File: src/rtl/itch_msg_parser.sv
// rtl/itch_msg_parser.sv - ITCH 5.0 framer/decoder for A/D/E/X; ITCH_TIMESTAMP_EN adds timestampOut
module itch_msg_parser #(
    parameter int ERR_CNT_W     = 16,
    parameter int STALL_TIMEOUT = 64
) (
    input  logic                 clkIn,
    input  logic                 rstBIn,
    input  logic [7:0]           dataIn,
    input  logic                 dataValidIn,
    input  logic                 packetLostIn,
    output logic                 msgValidOut,
    output logic [7:0]           msgTypeOut,
    output logic [15:0]          stockLocateOut,
    output logic [63:0]          orderRefOut,
    output logic                 sideOut,
    output logic [31:0]          sharesOut,
    output logic [31:0]          priceOut,
`ifdef ITCH_TIMESTAMP_EN
    output logic [47:0]          timestampOut,
`endif
    output logic [ERR_CNT_W-1:0] errCntOut
);

    typedef enum logic [2:0] {LEN_HI, LEN_LO, TYPE, BODY, SKIP} state_t;

    state_t                state_q, state_d;
    logic [15:0]           len_q, len_d, cnt_q, cnt_d, idle_q, idle_d;
    logic [7:0]            type_q, type_d;
    logic [15:0]           loc_q, loc_d;
    logic [63:0]           ref_q, ref_d;
    logic                  side_q, side_d;
    logic [31:0]           shares_q, shares_d, price_q, price_d;
    logic [ERR_CNT_W-1:0]  err_q, err_d;
    logic                  out_valid_q, out_valid_d, out_side_q, out_side_d;
    logic [7:0]            out_type_q, out_type_d;
    logic [15:0]           out_loc_q, out_loc_d;
    logic [63:0]           out_ref_q, out_ref_d;
    logic [31:0]           out_shares_q, out_shares_d, out_price_q, out_price_d;
`ifdef ITCH_TIMESTAMP_EN
    logic [47:0]           ts_q, ts_d, out_ts_q, out_ts_d;
`endif
    logic                  err_evt, emit, last_byte;

    function automatic logic [15:0] exp_len(input logic [7:0] t);
        case (t)
            "A":     return 16'd36;
            "D":     return 16'd19;
            "E":     return 16'd31;
            "X":     return 16'd23;
            default: return 16'd0;
        endcase
    endfunction

    always_comb begin
        state_d  = state_q;
        len_d    = len_q;
        cnt_d    = cnt_q;
        idle_d   = idle_q;
        type_d   = type_q;
        loc_d    = loc_q;
        ref_d    = ref_q;
        side_d   = side_q;
        shares_d = shares_q;
        price_d  = price_q;
`ifdef ITCH_TIMESTAMP_EN
        ts_d     = ts_q;
`endif
        err_evt   = 1'b0;
        emit      = 1'b0;
        last_byte = (cnt_q == len_q - 16'd1);

        if (packetLostIn) begin
            state_d = LEN_HI;
            idle_d  = 16'd0;
            err_evt = (state_q != LEN_HI);
        end else if (dataValidIn) begin
            idle_d = 16'd0;
            case (state_q)
                LEN_HI: begin
                    len_d[15:8] = dataIn;
                    state_d     = LEN_LO;
                end
                LEN_LO: begin
                    len_d[7:0] = dataIn;
                    state_d    = ({len_q[15:8], dataIn} == 16'd0) ? LEN_HI : TYPE;
                end
                TYPE: begin
                    type_d   = dataIn;
                    cnt_d    = 16'd1;
                    loc_d    = '0;
                    ref_d    = '0;
                    side_d   = 1'b0;
                    shares_d = '0;
                    price_d  = '0;
`ifdef ITCH_TIMESTAMP_EN
                    ts_d     = '0;
`endif
                    if (len_q == 16'd1) begin
                        state_d = LEN_HI;
                    end else if (exp_len(dataIn) == 16'd0) begin
                        state_d = SKIP;
                    end else if (exp_len(dataIn) == len_q) begin
                        state_d = BODY;
                    end else begin
                        err_evt = 1'b1;
                        state_d = SKIP;
                    end
                end
                BODY: begin
                    // Fields are shift-captured; cleared at TYPE so unused ones stay 0.
                    if (cnt_q == 16'd1 || cnt_q == 16'd2) loc_d = {loc_q[7:0], dataIn};
`ifdef ITCH_TIMESTAMP_EN
                    if (cnt_q >= 16'd5 && cnt_q <= 16'd10) ts_d = {ts_q[39:0], dataIn};
`endif
                    if (cnt_q >= 16'd11 && cnt_q <= 16'd18) ref_d = {ref_q[55:0], dataIn};
                    if (type_q == "A") begin
                        if (cnt_q == 16'd19) side_d = (dataIn == "B");
                        if (cnt_q >= 16'd20 && cnt_q <= 16'd23) shares_d = {shares_q[23:0], dataIn};
                        if (cnt_q >= 16'd32 && cnt_q <= 16'd35) price_d = {price_q[23:0], dataIn};
                    end else if (type_q != "D") begin
                        if (cnt_q >= 16'd19 && cnt_q <= 16'd22) shares_d = {shares_q[23:0], dataIn};
                    end
                    if (last_byte) begin
                        state_d = LEN_HI;
                        emit    = 1'b1;
                    end else begin
                        cnt_d = cnt_q + 16'd1;
                    end
                end
                SKIP: begin
                    if (last_byte) state_d = LEN_HI;
                    else           cnt_d   = cnt_q + 16'd1;
                end
                default: state_d = LEN_HI;
            endcase
        end else if (state_q != LEN_HI) begin
            if (idle_q == 16'(STALL_TIMEOUT - 1)) begin
                state_d = LEN_HI;
                idle_d  = 16'd0;
                err_evt = 1'b1;
            end else begin
                idle_d = idle_q + 16'd1;
            end
        end
    end

    always_comb begin
        out_valid_d  = emit;
        out_type_d   = out_type_q;
        out_loc_d    = out_loc_q;
        out_ref_d    = out_ref_q;
        out_side_d   = out_side_q;
        out_shares_d = out_shares_q;
        out_price_d  = out_price_q;
`ifdef ITCH_TIMESTAMP_EN
        out_ts_d     = out_ts_q;
`endif
        if (emit) begin
            out_type_d   = type_q;
            out_loc_d    = loc_d;
            out_ref_d    = ref_d;
            out_side_d   = side_d;
            out_shares_d = shares_d;
            out_price_d  = price_d;
`ifdef ITCH_TIMESTAMP_EN
            out_ts_d     = ts_d;
`endif
        end
        err_d = err_q;
        if (err_evt && err_q != '1) err_d = err_q + ERR_CNT_W'(1);
    end

    always_ff @(posedge clkIn or negedge rstBIn) begin
        if (!rstBIn) begin
            state_q      <= LEN_HI;
            len_q        <= '0;
            cnt_q        <= '0;
            idle_q       <= '0;
            type_q       <= '0;
            loc_q        <= '0;
            ref_q        <= '0;
            side_q       <= 1'b0;
            shares_q     <= '0;
            price_q      <= '0;
            err_q        <= '0;
            out_valid_q  <= 1'b0;
            out_type_q   <= '0;
            out_loc_q    <= '0;
            out_ref_q    <= '0;
            out_side_q   <= 1'b0;
            out_shares_q <= '0;
            out_price_q  <= '0;
`ifdef ITCH_TIMESTAMP_EN
            ts_q         <= '0;
            out_ts_q     <= '0;
`endif
        end else begin
            state_q      <= state_d;
            len_q        <= len_d;
            cnt_q        <= cnt_d;
            idle_q       <= idle_d;
            type_q       <= type_d;
            loc_q        <= loc_d;
            ref_q        <= ref_d;
            side_q       <= side_d;
            shares_q     <= shares_d;
            price_q      <= price_d;
            err_q        <= err_d;
            out_valid_q  <= out_valid_d;
            out_type_q   <= out_type_d;
            out_loc_q    <= out_loc_d;
            out_ref_q    <= out_ref_d;
            out_side_q   <= out_side_d;
            out_shares_q <= out_shares_d;
            out_price_q  <= out_price_d;
`ifdef ITCH_TIMESTAMP_EN
            ts_q         <= ts_d;
            out_ts_q     <= out_ts_d;
`endif
        end
    end

    assign msgValidOut    = out_valid_q;
    assign msgTypeOut     = out_type_q;
    assign stockLocateOut = out_loc_q;
    assign orderRefOut    = out_ref_q;
    assign sideOut        = out_side_q;
    assign sharesOut      = out_shares_q;
    assign priceOut       = out_price_q;
    assign errCntOut      = err_q;
`ifdef ITCH_TIMESTAMP_EN
    assign timestampOut   = out_ts_q;
`endif

endmodule

File: config.mk
export PLATFORM = sky130hd
export DESIGN_NAME = itch_msg_parser
export DESIGN_NICKNAME = d
export VERILOG_FILES = /design/src/rtl/itch_msg_parser.sv
export SDC_FILE = /design/constraint.sdc
export NUM_CORES = 1
export LEC_CHECK = 0
export ABC_CLOCK_PERIOD_IN_PS = 3500
export CAP_MARGIN = 5
export CORE_MARGIN = 10
export CORE_UTILIZATION = 56
export CTS_BUF_LIST = sky130_fd_sc_hd__clkbuf_8 sky130_fd_sc_hd__clkbuf_16
export CTS_CLUSTER_SIZE = 16
export DETAILED_ROUTE_END_ITERATION = 6
export GPL_ROUTABILITY_DRIVEN = 0
export HOLD_SLACK_MARGIN = 0.06
export PLACE_DENSITY_LB_ADDON = 0.25
export SLEW_MARGIN = 20
export SYNTH_ARGS = -nofsm -noshare
export SYNTH_HDL_FRONTEND = slang
export SYNTH_SLANG_ARGS = --single-unit
File: constraint.sdc
create_clock -name clkIn -period 3.5 [get_ports clkIn]
set_input_delay 1.05 -clock clkIn [delete_from_list [all_inputs] [get_ports clkIn]]
set_output_delay 1.05 -clock clkIn [all_outputs]
set_load 0.03 [all_outputs]
==> results.yml, run 1 <==
# implementation run metrics
synth:
  yosys.area.top_type: "dfrtp_1"
  simple_gate_share_pct: 8.56
  synthTopCellsByArea: "dfrtp_1 57%, a22o_1 12%, mux2_2 7.9%"
  adder_share_pct: 0.615
  synth.avg_cell_area_um2: 12.4
  synth_warnings: 0
  flop_cell: "dfrtp_1"
  aoi_share_pct: 16.8
  synthTopLogicFamily: "AND-OR/OR-AND gates"
  synth_cell_type_count: 61
  synth_area_um2: 16300
  netlist_top_cells_count: "374 x dfrtp_1, 221 x a22o_1, 114 x mux2_2, 75 x nand2_1, 73 x clkbuf_1"
  xor_area_share_pct: 2.10
  muxShareOfSynthArea_pct: 11.7
  synth.top_cell.area_share_pct: 57.5
  synth_flops: 374
  synth_nets: 1333
  edf_count: 0
  top_cell: "dfrtp_1"
sta:
  rsz0062_at_grt: "false"
  tns_ns: 0
  fin_skew_ns: 0.0161
  fin_crit_ns: 3.36
  tightest_slew_ns: 0.616
  timing.hold.ws_ns: 0.453
  fin_crit_sh_pct: 96.1
  drv_slew: 0
  final_hold_viol_count: 0
  final.setup.worst_slack_ns: 0.136
global_route:
  grt_use_met2_pct: 36.1
  use_met3_pct: 4.19
  grt_pass1_vias: 11814
  grt_pass1_wl_um: 66100
  top_usage_layer: "met2"
  grt.met1_usage_pct: 30.1
  antenna_found_initial: 0
  grt_usage_pct: 22.3
  grt_max_degree: 80
layout:
  most-common-layout-cells: "373 x dfrtp_1, 221 x a22o_1, 180 x clkdlybuf4s50_1, 114 x mux2_2, 75 x nand2_1"
  fillers: 1997
  ff_count: 374
  logic_area_um2: 6540
  lay_top_count: "dfrtp_1"
  layout.nets: 1525
  layout.nonclk_buf_share_pct: 12.2
  fin_util_pct: 70.5
  seq-cell-share_pct: 46.3
  design_area_um2: 20200
  diodes: 0
  clkCellAreaFrac_pct: 6.54
  comb_area_share_pct: 32.3
  stdcell_count: 1916
  comb_cells: 833
  num-nonclk-inverters: 13
  nClkBuffers: 48
  syn_to_final_growth_pct: 24.2
  largestClassByArea: "registers"
  final_layout_size_suffix_gt1_share_pct: 16.4
pwr:
  p_switching_w: 0.00274
  share_comb_of_total_power_pct: 12.4
  p_seq_share_pct: 47.0
  swShare_pct: 26.5
  p_leak_nw: 9.45
  power_leader: "registers"
  ir_drop_mv: 0.305
route:
  routed_via_density: 6.17
  dr.max_layer_used: "met4"
  ant_nets: 0
  wl_met1_um: 17600
  wl_met3_um: 2370
  num_vias: 11813
  firstDrtPassIters: 5
  wl_met2_um: 20100
  wl_um: 41200
floorplan:
  coreArea_um2: 28700
  n_tap_cell: 384
  dieArea_um2: 36300
  die-height_um: 191
  die_x_um: 191
  num_rows: 62
  num_io_pins: 182
worst_setup_path:
  worst_path_most_repeated_cell: "buf_12"
  startpoint_type: "flip-flop"
  end_kind: "flip-flop"
  reg2reg_slack_ns: 0.14
  arrival_ns: 3.77
  required_ns: 3.91
  r2r_start: "len_q[3]"
  cp.buffers_inverters: 2
  startpoint: "len_q[3]"
  crit_end: "orderRefOut[44]"
  cp.depth: 9
  reg2reg_to: "orderRefOut[44]"
  critical_path.cell_chain: "nor4_2, nand3_1, xnor2_1, a211o_1, or3b_1, nor3_4, buf_12, buf_12, mux2_1"
  crit_fanout: 25
  critPathKind: "flip-flop to flip-flop"
  critPathTopFamily: "simple AND/OR/NAND/NOR gates"
run:
  warnings: 31
  maxCapViolations: 0
clocking:
  clkTransAtPathRegs_ns: 0.06
  clock-sinks: 374
  clock.latency.late_pin_ns: 0.54
  root_buffer: "clkbuf_16"
  cts_max_level: 2
  cts_max_path_buffers: 3
placed_design:
  portBuffers: 181
  placed_cells: 1847
  dp_slack_ns: -0.0988
  placed_area_um2: 18900
run_status:
  outcome: "finished, final reports clean"
hold_path:
  hold_path.class: "input pin to asynchronous set/reset pin"
run_1/power_grid.png
The bar under the picture is 50 um long. Pins as bars on the die edge. Tap cells in gray.
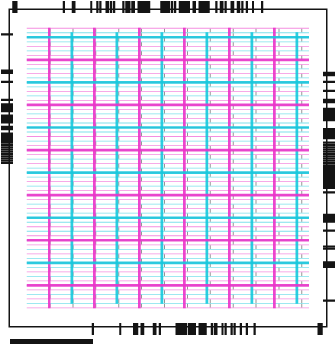
[cyan] VDD
[magenta] VSS
tap cells: 384
met1 rails: 63
met4 straps: 12

run_1/placement_by_type.png
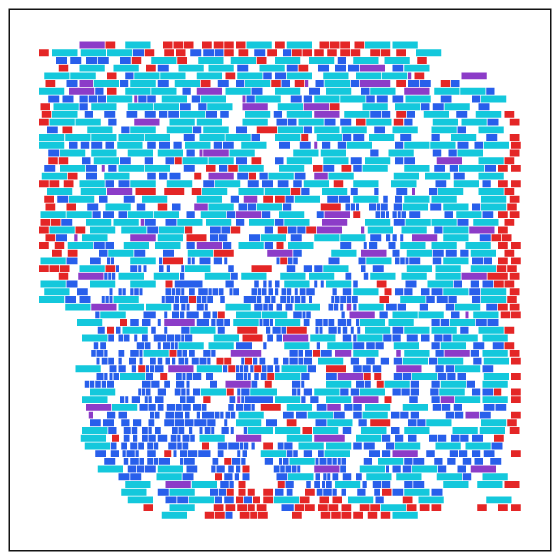
[red] other buffers and delay cells | cells: 243
[purple] clock drivers and dummy loads | cells: 69
[blue] combinational and other logic | cells: 846
[cyan] flops | cells: 374

run_1/clk_routes.png
The bar under the picture is 50 um long.
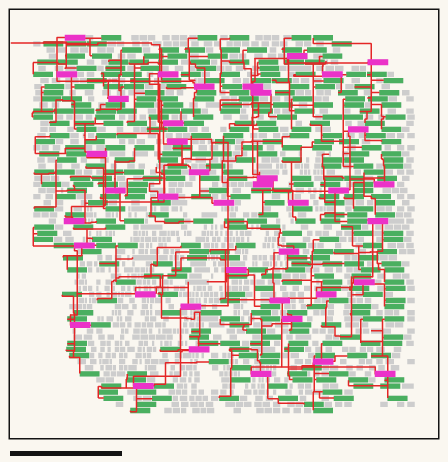
[green] flip-flops | count: 374
[red] clock wires | length: 4330 um
[magenta] clock drivers | count: 40
flops lie: spread over the die
routed clock nets: 41

run_1/wires.png
The bar under the picture is 50 um long. Only two layers are drawn.
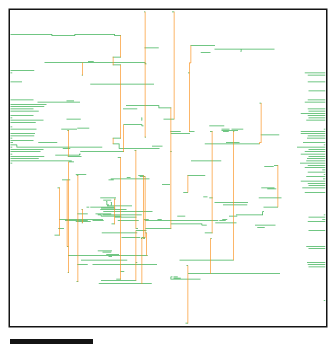
[green] metal 3 | wire length: 2370 um
[orange] metal 4 | wire length: 1110 um

## Run 2: what changed since run 1
--- a/config.mk
+++ b/config.mk
@@ -6,7 +6,7 @@
 export NUM_CORES = 1
 export LEC_CHECK = 0
 export ABC_CLOCK_PERIOD_IN_PS = 3500
-export CAP_MARGIN = 5
+export CAP_MARGIN = 20
 export CORE_MARGIN = 10
 export CORE_UTILIZATION = 56
 export CTS_BUF_LIST = sky130_fd_sc_hd__clkbuf_8 sky130_fd_sc_hd__clkbuf_16
@@ -14,7 +14,7 @@
 export DETAILED_ROUTE_END_ITERATION = 6
 export GPL_ROUTABILITY_DRIVEN = 0
 export HOLD_SLACK_MARGIN = 0.06
-export PLACE_DENSITY_LB_ADDON = 0.25
+export PLACE_DENSITY = 0.8
 export SLEW_MARGIN = 20
 export SYNTH_ARGS = -nofsm -noshare
 export SYNTH_HDL_FRONTEND = slang
run_2/wires.png
The bar under the picture is 50 um long. Only two layers are drawn.
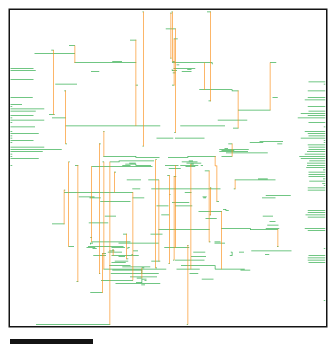
Vias: 11891
Total Routing Usage GR: 22.5%
routed len/inst: 21.5 um

==> results.yml, run 2 <==
# implementation run metrics
run_status:
  outcome: "finished, final reports clean"
layout:
  layout.nets: 1527
  syn_to_final_growth_pct: 23.8
  ff_count: 374
  nClkBuffers: 44
  final_layout_size_suffix_gt1_share_pct: 16.9
  stdcell_count: 1916
  clkCellAreaFrac_pct: 6.10
  diodes: 0
  logic_area_um2: 6550
  largestClassByArea: "registers"
  fin_util_pct: 70.2
clocking:
  cts_max_path_buffers: 3
  clock-sinks: 374
  clkTransAtPathRegs_ns: 0.06
synth:
  yosys.area.top_type: "dfrtp_1"
  synth_cell_type_count: 61
  flop_cell: "dfrtp_1"
  synthTopCellsByArea: "dfrtp_1 57%, a22o_1 12%, mux2_2 7.9%"
  netlist_top_cells_count: "374 x dfrtp_1, 221 x a22o_1, 114 x mux2_2, 75 x nand2_1, 73 x clkbuf_1"
  synth_nets: 1333
  synth.top_cell.area_share_pct: 57.5
  aoi_share_pct: 16.8
  synth.avg_cell_area_um2: 12.4
  synth_warnings: 0
  adder_share_pct: 0.615
worst_setup_path:
  cp.buffers_inverters: 2
  required_ns: 3.91
  r2r_start: "len_q[5]"
  arrival_ns: 3.68
  cp.depth: 9
  startpoint_type: "flip-flop"
  worst_path_most_repeated_cell: "buf_12"
  startpoint: "len_q[5]"
  critPathKind: "flip-flop to flip-flop"
  reg2reg_slack_ns: 0.23
placed_design:
  dp_slack_ns: -0.226
  placed_cells: 1850
  portBuffers: 181
sta:
  timing.hold.ws_ns: 0.483
  rsz0062_at_grt: "false"
  final.setup.worst_slack_ns: 0.226
  fin_skew_ns: 0.0221
  fin_crit_ns: 3.27
  tns_ns: 0
  final_hold_viol_count: 0
  tightest_slew_ns: 0.616
  drv_slew: 0
floorplan:
  die-height_um: 191
  n_tap_cell: 384
  die_x_um: 191
  dieArea_um2: 36300
  num_io_pins: 182
global_route:
  grt_max_degree: 73
  top_usage_layer: "met2"
  grt.met1_usage_pct: 29.7
  grt_pass1_vias: 11981
  grt_use_met2_pct: 36.8
pwr:
  p_seq_share_pct: 47.9
  p_leak_nw: 9.39
  p_switching_w: 0.00273
  power_leader: "registers"
  ir_drop_mv: 0.393
route:
  wl_met2_um: 20000
  dr.max_layer_used: "met4"
  wl_met1_um: 17300
  wl_um: 41300
  routed_via_density: 6.21
  wl_met3_um: 2340
  ant_nets: 0
run:
  warnings: 31
run_2/placement_by_type.png
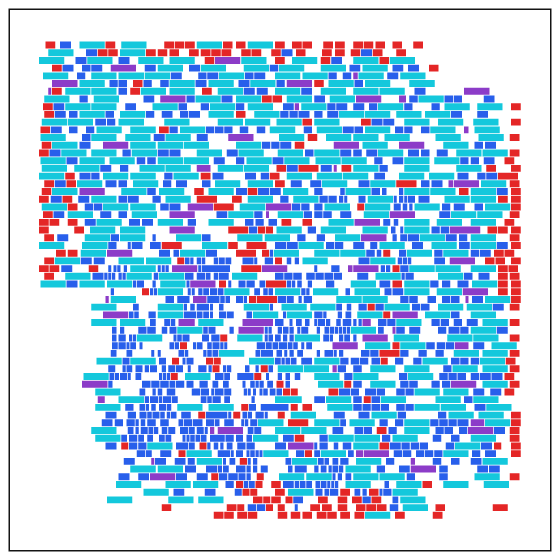
core box area: 28700 um2
final std cell area, no fill: 20200 um2

No activity file was given, so power comes from the tool's default toggle rates.
